### config.mk
export PLATFORM = sky130hd
export DESIGN_NAME = seq_stage_controller
export DESIGN_NICKNAME = d
export VERILOG_FILES = /design/src/rtl/seq_stage_controller.sv
export SDC_FILE = /design/constraint.sdc
export NUM_CORES = 1
export LEC_CHECK = 0
export CAP_MARGIN = 20
export CELL_PAD_IN_SITES_DETAIL_PLACEMENT = 0
export CELL_PAD_IN_SITES_GLOBAL_PLACEMENT = 2
export CORE_MARGIN = 2
export CORE_UTILIZATION = 21
export CTS_BUF_LIST = sky130_fd_sc_hd__clkbuf_8
export CTS_CLUSTER_DIAMETER = 80
export CTS_CLUSTER_SIZE = 30
export DETAILED_ROUTE_END_ITERATION = 6
export HOLD_SLACK_MARGIN = 0.06
export PLACE_DENSITY_LB_ADDON = 0.3
export RECOVER_POWER = 50
export SLEW_MARGIN = 0
export SYNTH_ARGS = -nofsm -noshare
export SYNTH_HDL_FRONTEND = slang
export SYNTH_SLANG_ARGS = --single-unit
### constraint.sdc
create_clock -name clk_i -period 8.7 [get_ports clk_i]
set_input_delay 0.87 -clock clk_i [delete_from_list [all_inputs] [get_ports clk_i]]
set_output_delay 0.87 -clock clk_i [all_outputs]
set_load 0.005 [all_outputs]
### src/rtl/seq_stage_controller.sv
// Multi-cycle sequencer for a Y86-64 SEQ datapath. Owns the architectural PC,
// the processor status and a retired-instruction counter, and steps each
// instruction through FETCH/DECODE/EXECUTE/MEMORY/WRITEBACK, one stage enable
// per cycle. The control inputs (start, fetch results, cnd, dmem_error) are
// sampled on the rising edge that ends the corresponding state; there is no
// valid/ready handshake. state_o exposes the FSM state for observation.
module seq_stage_controller #(
  parameter logic [63:0] MAX_PC       = 64'd1023,
  parameter bit          SKIP_INVALID = 1'b0
) (
  input  logic        clk_i,
  input  logic        rst_i,
  input  logic        start_i,
  input  logic [63:0] start_pc_i,
  input  logic [3:0]  icode_i,
  input  logic        instr_valid_i,
  input  logic        imem_error_i,
  input  logic        cnd_i,
  input  logic        dmem_error_i,
  input  logic [63:0] valC_i,
  input  logic [63:0] valP_i,
  input  logic [63:0] valM_i,
  output logic [63:0] PC_o,
  output logic        fetch_en_o,
  output logic        decode_en_o,
  output logic        exec_en_o,
  output logic        cc_update_o,
  output logic        mem_en_o,
  output logic        wb_en_o,
  output logic        busy_o,
  output logic [2:0]  stat_o,
  output logic [31:0] instr_count_o,
  output logic [2:0]  state_o
);

  typedef enum logic [2:0] {
    S_IDLE, S_FETCH, S_DECODE, S_EXECUTE, S_MEMORY, S_WRITEBACK, S_HALTED, S_ERROR
  } state_t;

  localparam logic [2:0] STAT_AOK = 3'd1;
  localparam logic [2:0] STAT_HLT = 3'd2;
  localparam logic [2:0] STAT_ADR = 3'd3;
  localparam logic [2:0] STAT_INS = 3'd4;

  state_t      state_q, state_d;
  logic [63:0] pc_q, pc_d;
  logic [2:0]  stat_q, stat_d;
  logic [31:0] count_q, count_d;
  logic [3:0]  icode_q, icode_d;
  logic        cnd_q, cnd_d;

  logic        mem_use, wb_use;
  logic [63:0] next_pc;
  logic [31:0] count_inc;

  // Which instructions touch data memory / the register file (registered icode).
  always_comb begin
    mem_use = 1'b0;
    wb_use  = 1'b0;
    case (icode_q)
      4'h2, 4'h3, 4'h6:       wb_use  = 1'b1;
      4'h4:                   mem_use = 1'b1;
      4'h5, 4'h8, 4'h9,
      4'hA, 4'hB: begin
        mem_use = 1'b1;
        wb_use  = 1'b1;
      end
      default: ;
    endcase
  end

  // Next-PC selection and saturating retire increment.
  always_comb begin
    next_pc = valP_i;
    case (icode_q)
      4'h8:    next_pc = valC_i;
      4'h7:    next_pc = cnd_q ? valC_i : valP_i;
      4'h9:    next_pc = valM_i;
      default: next_pc = valP_i;
    endcase
    count_inc = (count_q == 32'hFFFF_FFFF) ? count_q : count_q + 32'd1;
  end

  // Sequencer next-state: PC, status, counter and latched icode/cnd.
  always_comb begin
    state_d = state_q;
    pc_d    = pc_q;
    stat_d  = stat_q;
    count_d = count_q;
    icode_d = icode_q;
    cnd_d   = cnd_q;
    case (state_q)
      S_IDLE, S_HALTED, S_ERROR: begin
        if (start_i) begin
          pc_d    = start_pc_i;
          count_d = 32'd0;
          if (start_pc_i > MAX_PC) begin
            stat_d  = STAT_ADR;
            state_d = S_ERROR;
          end else begin
            stat_d  = STAT_AOK;
            state_d = S_FETCH;
          end
        end
      end
      S_FETCH: begin
        icode_d = icode_i;
        if (imem_error_i) begin
          stat_d  = STAT_ADR;
          state_d = S_ERROR;
        end else if (!instr_valid_i) begin
          if (SKIP_INVALID) begin
            pc_d = pc_q + 64'd1;
          end else begin
            stat_d  = STAT_INS;
            state_d = S_ERROR;
          end
        end else if (icode_i == 4'h0) begin
          stat_d  = STAT_HLT;
          count_d = count_inc;
          state_d = S_HALTED;
        end else begin
          state_d = S_DECODE;
        end
      end
      S_DECODE:  state_d = S_EXECUTE;
      S_EXECUTE: begin
        cnd_d   = cnd_i;
        state_d = S_MEMORY;
      end
      S_MEMORY: begin
        if (dmem_error_i && mem_use) begin
          stat_d  = STAT_ADR;
          state_d = S_ERROR;
        end else begin
          state_d = S_WRITEBACK;
        end
      end
      S_WRITEBACK: begin
        count_d = count_inc;
        if (next_pc > MAX_PC) begin
          stat_d  = STAT_ADR;
          state_d = S_ERROR;
        end else begin
          pc_d    = next_pc;
          state_d = S_FETCH;
        end
      end
      default: state_d = S_IDLE;
    endcase
  end

  // State and architectural registers; reset abandons any in-flight instruction.
  always_ff @(posedge clk_i or posedge rst_i) begin
    if (rst_i) begin
      state_q <= S_IDLE;
      pc_q    <= 64'd0;
      stat_q  <= STAT_AOK;
      count_q <= 32'd0;
      icode_q <= 4'h0;
      cnd_q   <= 1'b0;
    end else begin
      state_q <= state_d;
      pc_q    <= pc_d;
      stat_q  <= stat_d;
      count_q <= count_d;
      icode_q <= icode_d;
      cnd_q   <= cnd_d;
    end
  end

  // Stage enables decoded purely from registered state and icode.
  always_comb begin
    fetch_en_o    = (state_q == S_FETCH);
    decode_en_o   = (state_q == S_DECODE);
    exec_en_o     = (state_q == S_EXECUTE);
    cc_update_o   = (state_q == S_EXECUTE) && (icode_q == 4'h6);
    mem_en_o      = (state_q == S_MEMORY) && mem_use;
    wb_en_o       = (state_q == S_WRITEBACK) && wb_use;
    busy_o        = (state_q == S_FETCH) || (state_q == S_DECODE) || (state_q == S_EXECUTE) ||
                    (state_q == S_MEMORY) || (state_q == S_WRITEBACK);
    PC_o          = pc_q;
    stat_o        = stat_q;
    instr_count_o = count_q;
    state_o       = state_q;
  end

endmodule
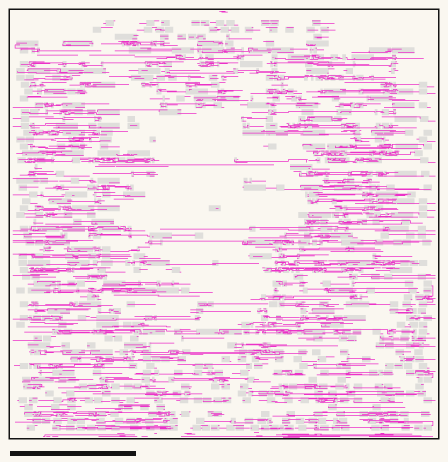
**Above:** run 1 (signal wires on met1).
The bar under the picture is 50 um long.
share of all routed wire = 45%
wire length on this layer = 11200 um
Via Count: 6279
final wirelength: 25100 um

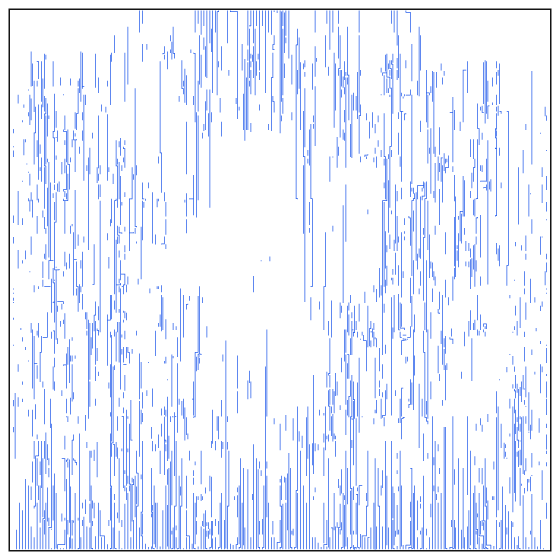
**Above:** run 1 (metal 2).
main direction = vertical
wire length on this layer = 11400 um
nets with wire on the layer = 1040
share of all routed wire = 45%
longest straight run = 65.3 um
met2 usage: 27.5%

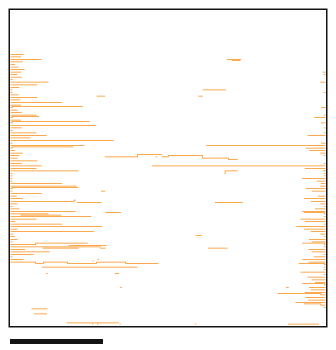
**Above:** run 1 (met3 routing).
The bar under the picture is 50 um long.
longest straight run = 92.7 um
share of all routed wire = 8.8%
main direction = horizontal
wire length on this layer = 2210 um

==> qor.yml, run 1 <==
combPwrFrac_pct: 22.3
p_int_w: 0.000797
setup_viol: 0
numCtsBuffers: 9
comb-power_w: 0.000244
dominant_cells: "non-clock buffers"
grt_pass1_wl_um: 38500
chip_area_sq_um: 28800
num_antenna_cells: 0
dr.pass1.iters: 6
flop_area_sq_um: 2680
fp_nets: 927
antenna_left: 0
syn-cell-area_sq_um: 5770
seq_share_pct: 26.7
setup_ws_ns: 5.16
place_ws_ns: 4.90
mostFrequentLayoutCell: "clkdlybuf4s50_1"
num_rows: 60
h-tree-depth: 3
required_ns: 7.83
endpoint_kind: "output port"
period_minus_slack_ns: 3.54
maxCapViolations: 1
grt_use_total_pct: 17.2
yosys-stat-cells: 659
hpwlAfterDp_um: 19300
cp.arrival_ns: 2.67
core-area_sq_um: 27000
violations: "max-capacitance violations, max-slew violations"
synthArstFlopShare_pct: 100
whs_endpoint: "stat_o[0]"
cp-start-kind: "register"
finalHoldViolCount: 0
rsz0062_at_grt: "false"
path_clk_slew_ns: 0.11
ys_types: 65
crit_type: "register to output port"
nMultiInputCombCells: 492
outcome: "finished, violations left"
power.group.top: "registers"
swShare_pct: 27.2
synth.avg_cell_area_sq_um: 8.75
adder_share_pct: 0.217
postSynthSeqShare_pct: 46.5
reg2reg_depth: 6
die_w_um: 170
finalClockPeriodUsage_pct: 40.6
yosysTopAreaCell: "dfrtp_1"
clockBufferDepth: 2
clkPwrFrac_pct: 28.6
drv_slew: 49
hp-start: "stat_o[0]"
cts_setup_buffers: 0
r2r-start: "state_o[2]"
logic_family: "simple AND/OR/NAND/NOR gates"
n_sequential_cell: 107
hold_depth: 2
avgViaCountPerCell: 4.62
vdd_drop_max_uv: 85.8
comb_area_share_pct: 28.5
area_delta_synth_final_pct: 73.9
tightestPinTransition_ns: 2.26
synth_warnings: 0
antenna_found_initial: 1
nets: 1281
clkbuf_count: 10
num-fill-cells: 2801
hold_path.class: "register to register"
first_global_vias: 6430
-- run 1: stage by stage --
stage	instance area (sq um)	utilization (%)	total power, W	std cells
floorplan	5770	-	0.000600	659
global placement	9840	36.5	0.000806	1342
detailed placement	9840	36.5	0.000806	1342
CTS	10000	37.2	0.00113	1357
global route	10000	37.2	0.00116	1358
finish	10000	37.2	0.00109	1358
-- run 1: per-layer routing --
metal,global-route usage [%],vias to the layer above,part of all wire [%]
met4,3.68,0,1.4
met5,0,-,0
met2,27.5,206,45
met3,6.20,22,8.8
met1,22.5,2935,45
li1,-,3116,-
-- run 1: worst max-delay path, stage by stage (launching register included) --
cell and delay [ns]:
dfrtp_1 0.62, nor3b_1 0.96, clkdlybuf4s50_1 0.70
**Run 1: clock nets**

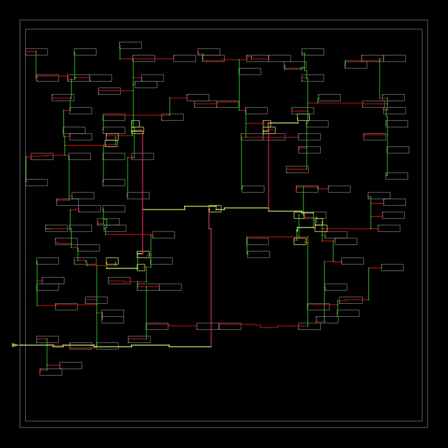

==> run 1 -> run 2 <==
--- a/config.mk
+++ b/config.mk
@@ -9,7 +9,7 @@
 export CELL_PAD_IN_SITES_DETAIL_PLACEMENT = 0
 export CELL_PAD_IN_SITES_GLOBAL_PLACEMENT = 2
 export CORE_MARGIN = 2
-export CORE_UTILIZATION = 21
+export CORE_UTILIZATION = 20
 export CTS_BUF_LIST = sky130_fd_sc_hd__clkbuf_8
 export CTS_CLUSTER_DIAMETER = 80
 export CTS_CLUSTER_SIZE = 30
==> constraint.sdc (replaced) <==
create_clock -name clk_i -period 3.3 [get_ports clk_i]
set_input_delay 0.33 -clock clk_i [delete_from_list [all_inputs] [get_ports clk_i]]
set_output_delay 0.33 -clock clk_i [all_outputs]
set_load 0.005 [all_outputs]
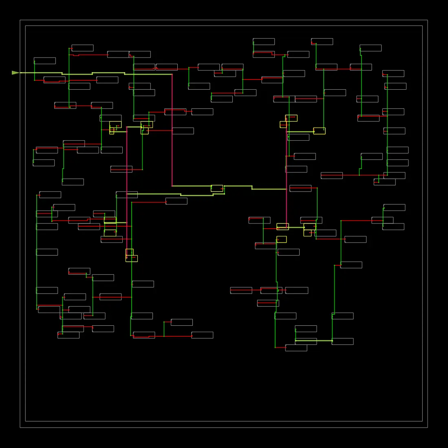
**Above:** run 2 (clock nets).
Clock Sinks: 107
clock buffers created by TritonCTS: 9
clk latency late pin: 0.39 ns
Final Skew: 0.0162 ns
# clk buffers: 10

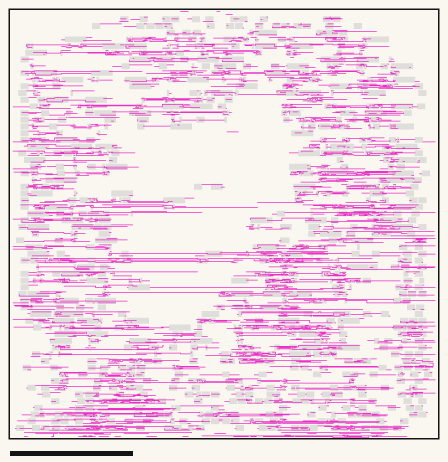
**Above:** run 2 (signal wires on met1).
The bar under the picture is 50 um long.
wire length on this layer = 12000 um
main direction = horizontal
share of all routed wire = 46%
longest straight run = 68.1 um
nets with wire on the layer = 1137
Via Count: 6387
final wirelength: 25700 um
M1 GR Usage: 22.7%

==> run 2 against run 1 <==
The run now ends clean; first-iteration DRC count grew 17%; clock power grew to 2.6 times the previous value; combinational power grew to 2.7 times the previous value; area after synthesis is the same; sequential cell count is the same; sequential power grew to 2.6 times the previous value; largest power group unchanged.
==> qor.yml, run 2 <==
p_int_w: 0.00212  # +170%
place_ws_ns: 0.176  # -4.73 ns
gr-usage-met2_pct: 26.7  # -0.76 points
grt_use_total_pct: 16.8  # -0.47 points
finalHoldViolCount: 0  # unchanged
ys_types: 65  # unchanged
post_cts_resized: 0
first_global_vias: 6612  # +2.8%
hpwlAfterDp_um: 20000  # +3.8%
path_clk_slew_ns: 0.11  # about the same
cp.arrival_ns: 2.58  # -0.09 ns
clockBufferDepth: 2  # unchanged
slowest_delay_ns: 0.60  # -0.36 ns
cp-start-kind: "register"
nMultiInputCombCells: 492  # unchanged
num-fill-cells: 3014  # +7.6%
num_antenna_cells: 1  # +1
outcome: "finished, final reports clean"
clkPwrFrac_pct: 28.1  # -0.5 points
die_w_um: 174  # +2.4%
r2r-start: "icode_q[2]"
fp-utilization_pct: 20.2
startpoint: "state_o[0]"
fin_area_sq_um: 10200  # +1.8%
signal_buffers: 392
wl_met2_um: 11700  # +2.8%
tightestPinTransition_ns: 1.30  # -0.964 ns
endpoint_kind: "output port"
combPwrFrac_pct: 23.0  # +0.7 points
topCellsByArea: "dfrtp_1, nand2_1, nor4_1"
n_sequential_cell: 107  # unchanged
swShare_pct: 27.1  # -0.093 points
core-area_sq_um: 28500  # +5.9%
fp_nets: 927  # unchanged
rsz0062_at_grt: "false"
p_per_area_nw_per_um2: 284
yosys-stat-cells: 659  # unchanged
cp_cell_sequence: "clkbuf_1, inv_1, or3_1, nor4_1, clkdlybuf4s50_1"
dr.pass1.iters: 5  # -1
place_inst: 1397  # +4.1%
grt_remaining_overflow: 0
p_total_w: 0.00290  # +170%
most_common_cell: "nand2_1"
setup_ws_ns: 0.387  # -4.78 ns
grt_busiest_layer: "met2"
avgViaCountPerCell: 4.52  # -2.3%
synth.avg_cell_area_sq_um: 8.75  # unchanged
crit_cells: 5  # +3
postSynthSeqShare_pct: 46.5  # unchanged
chip_area_sq_um: 30200  # +4.9%
tool_warnings: 26
slowest_stage: "clkdlybuf4s50_1"
yosysTopAreaCell: "dfrtp_1"
top_layer: "met4"
synthArstFlopShare_pct: 100  # unchanged
antenna_found_initial: 0  # -1
antenna_left: 0  # unchanged
seq_share_pct: 26.2  # -0.47 points
syn-cell-area_sq_um: 5770  # unchanged
comb-power_w: 0.000666  # +170%
wl_met3_um: 1840  # -17%
vdd_drop_max_uv: 221  # +160%
area_delta_synth_final_pct: 77.1
power.group.top: "registers"
grtUsageMet3_pct: 5.18  # -1.0 points
num_rows: 62  # +3.3%
stdcell_count: 1414  # +4.1%
drv_slew: 0  # -100%
setup_viol: 0  # unchanged
hold_path.class: "input port to async pin"
dominant_cells: "non-clock buffers"
h-tree-depth: 3  # unchanged
flop_area_sq_um: 2680  # unchanged
cts_setup_buffers: 0  # unchanged
reg2reg_depth: 6  # unchanged
fin_util_pct: 35.8  # -1.4 points
detail_route.wirelength.met1_um: 12000  # +6.8%
crit_type: "register to output port"
finalClockPeriodUsage_pct: 88.3
postPlaceCellArea_sq_um: 10000  # +2.1%
maxCapViolations: 0  # -1
grt_pass1_wl_um: 39700  # +3.0%
common_cells: "nand2_1, dfrtp_1, o21ai_0"
period_minus_slack_ns: 2.91
synth_warnings: 0  # unchanged
critical_path.top_delay_family: "buffers and inverters"
path_buffers: 3  # +2
required_ns: 2.97  # -4.86 ns
mostFrequentLayoutCell: "clkdlybuf4s50_1"
comb_area_share_pct: 28.0  # -0.50 points
nets: 1292  # +0.86%
## run 2: cell count changes in the layout (fill, tap and decap cells not counted)
cell | before | now
clkinv_2 | 0 | 1
dlygate4sd3_1 | 101 | 50
clkbuf_2 | 0 | 2
buf_4 | 6 | 9
clkinvlp_4 | 0 | 1
inv_6 | 1 | 0
diode_2 | 0 | 1
buf_12 | 0 | 4
clkbuf_1 | 0 | 2
clkdlybuf4s50_1 | 274 | 325
## run 2: cells by family after synthesis
family	synth area share [%]
and+or+nand+nor	28.8
AOI/OAI and AO/OA	15.8
DFF	46.5
buffers and inverters	4.17
xor gates and xnor gates	3.49
muxes	1.15
adders and majority gates	0.217
**Run 2: met3 routing**

The bar under the picture is 50 um long.
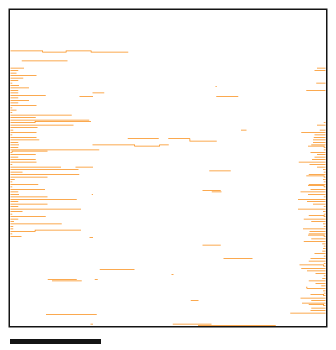

==> run 2 -> run 3 <==
--- a/config.mk
+++ b/config.mk
@@ -6,15 +6,15 @@
 export NUM_CORES = 1
 export LEC_CHECK = 0
 export CAP_MARGIN = 20
-export CELL_PAD_IN_SITES_DETAIL_PLACEMENT = 0
-export CELL_PAD_IN_SITES_GLOBAL_PLACEMENT = 2
-export CORE_MARGIN = 2
-export CORE_UTILIZATION = 20
+export CORE_AREA = 2 2 148 150
 export CTS_BUF_LIST = sky130_fd_sc_hd__clkbuf_8
 export CTS_CLUSTER_DIAMETER = 80
 export CTS_CLUSTER_SIZE = 30
 export DETAILED_ROUTE_END_ITERATION = 6
+export DIE_AREA = 0 0 150 152
+export GPL_ROUTABILITY_DRIVEN = 1
 export HOLD_SLACK_MARGIN = 0.06
+export MAX_ROUTING_LAYER = met4
 export PLACE_DENSITY_LB_ADDON = 0.3
 export RECOVER_POWER = 50
 export SLEW_MARGIN = 0
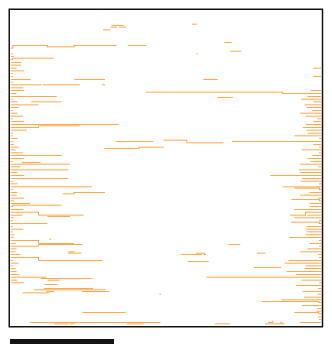
**Above:** run 3 (met3 routing).
The bar under the picture is 50 um long.
share of all routed wire = 9.0%
wire length on this layer = 2070 um
longest straight run = 65.6 um
main direction = horizontal
nets with wire on the layer = 199
Via Count: 6390
met3 GRT Util: 6.19%
final wirelength: 23000 um

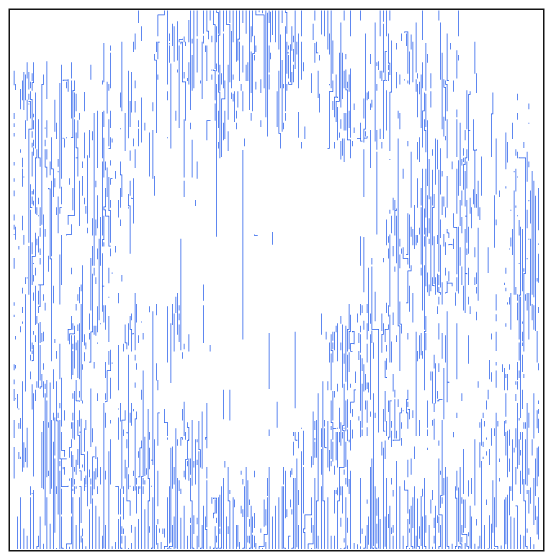
**Above:** run 3 (metal 2).
main direction = vertical
wire length on this layer = 10800 um
nets with wire on the layer = 1065

==> run 3 against run 2 <==
The run now ends with max-capacitance violations, max-slew violations left; first-iteration DRC count grew 1.3%; register-to-register slack lost 0.15 ns; via count is essentially flat; utilization grew 11 points; setup slack lost 0.12 ns; die size shrank 25%; hold slack gained 0.00059 ns; sequential share of layout area grew 0.53 points; clock power shrank 2%; fmax shrank 4.1%; global-route usage grew 4.0 points; area after synthesis is the same; highest routed layer unchanged.
==> qor.yml, run 3 <==
fin_area_sq_um: 10000  # -2.0%
seq_share_pct: 26.8  # +0.53 points
grt_pass1_wl_um: 36200  # -8.9%
drv_slew: 52  # +52
setup_viol: 0  # unchanged
outcome: "finished, violations left"
cp_cell_sequence: "and4b_1, a21oi_1, nand2_1, o2111ai_1, or2_0, o221ai_1"
grt_use_total_pct: 20.7  # +4.0 points
ys_types: 65  # unchanged
dominant_cells: "non-clock buffers"
swShare_pct: 26.4  # -0.62 points
chip_area_sq_um: 22800  # -25%
area_delta_synth_final_pct: 73.5
finalHoldViolCount: 0  # unchanged
p_per_area_nw_per_um2: 287  # +0.88%
top_layer: "met4"
synthMuxAreaShare_pct: 1.15  # unchanged
endpoint_kind: "register"
wl_met3_um: 2070  # +13%
mostFrequentLayoutCell: "clkdlybuf4s50_1"
fin_util_pct: 46.9  # +11 points
fp-utilization_pct: 27.0  # +6.8 points
clockBufferDepth: 2  # unchanged
compound_area_share_pct: 15.8  # unchanged
reg2reg_depth: 6  # unchanged
hpwlAfterDp_um: 18100  # -9.3%
violations: "max-capacitance violations, max-slew violations"
hold_path.class: "register to register"
place_inst: 1286  # -7.9%
met1_usage_pct: 26.5  # +3.8 points
detail_route.wirelength.met1_um: 9810  # -18%
comb-power_w: 0.000655  # -2%
grt_remaining_overflow: 0  # unchanged
first_global_vias: 6673  # +0.92%
die_w_um: 150  # -14%
clk_latency_ns: 0.38  # about the same
nets: 1285  # -0.54%
cp-start-kind: "register"
vdd_drop_max_uv: 233  # +5.5%
fp_nets: 927  # unchanged
maxCapViolations: 1  # +1
topCellsByArea: "dfrtp_1, nand2_1, nor4_1"
synth_warnings: 0  # unchanged
combPwrFrac_pct: 22.8  # -0.2 points
cts.sinks: 107  # unchanged
wl_met2_um: 10800  # -7.7%
num_antenna_cells: 1  # unchanged
gr-usage-met2_pct: 32.5  # +5.8 points
antenna_found_initial: 1  # +1
final.setup_skew_ns: 0.0109  # -0.00531 ns
flop_area_sq_um: 2680  # unchanged
signal_buffers: 385  # -1.8%
p_int_w: 0.00211  # -0.29%
num_rows: 54  # -13%
num-fill-cells: 2097  # -30%
antenna_left: 0  # unchanged
cp.arrival_ns: 3.27  # +0.69 ns
numCtsBuffers: 9  # unchanged
synth.avg_cell_area_sq_um: 8.75  # unchanged
common_cells: "nand2_1, dfrtp_1, o21ai_0"
tool_warnings: 26  # unchanged
h-tree-depth: 3  # unchanged
avgViaCountPerCell: 4.90  # +8.6%
dr.pass1.iters: 6  # +1
slowest_delay_ns: 0.85  # +0.25 ns
[run 3: cell counts after synthesis]
No cell type changed its count.
[run 3: cell families after synthesis]
group	count (synthesis)
adders and majority gates	1
xor gates and xnor gates	23
buffers and inverters	60
and+or+nand+nor	329
muxes	6
DFF	107
AOI/OAI and AO/OA	133
[run 3: worst max-delay path by stage]
stage                     startpoint  endpoint  slack [ns]
after floorplan                rst_i   PC_o[0]        0.15
after global routing      icode_q[3]   PC_o[2]        0.03
final                     icode_q[3]   PC_o[2]        0.26
after CTS                 icode_q[3]   PC_o[2]        0.29
after global placement    valP_i[33]   PC_o[2]        0.28
after detailed placement  valP_i[33]   PC_o[2]        0.20
[run 3: worst max-delay path, delay by kind of cell (launching register included)]
family / cells / cell delay, ns
compound gates: 3 / 1.38
simple gates: 3 / 1.01
flops: 1 / 0.49
Power and IR drop assume default switching activity.
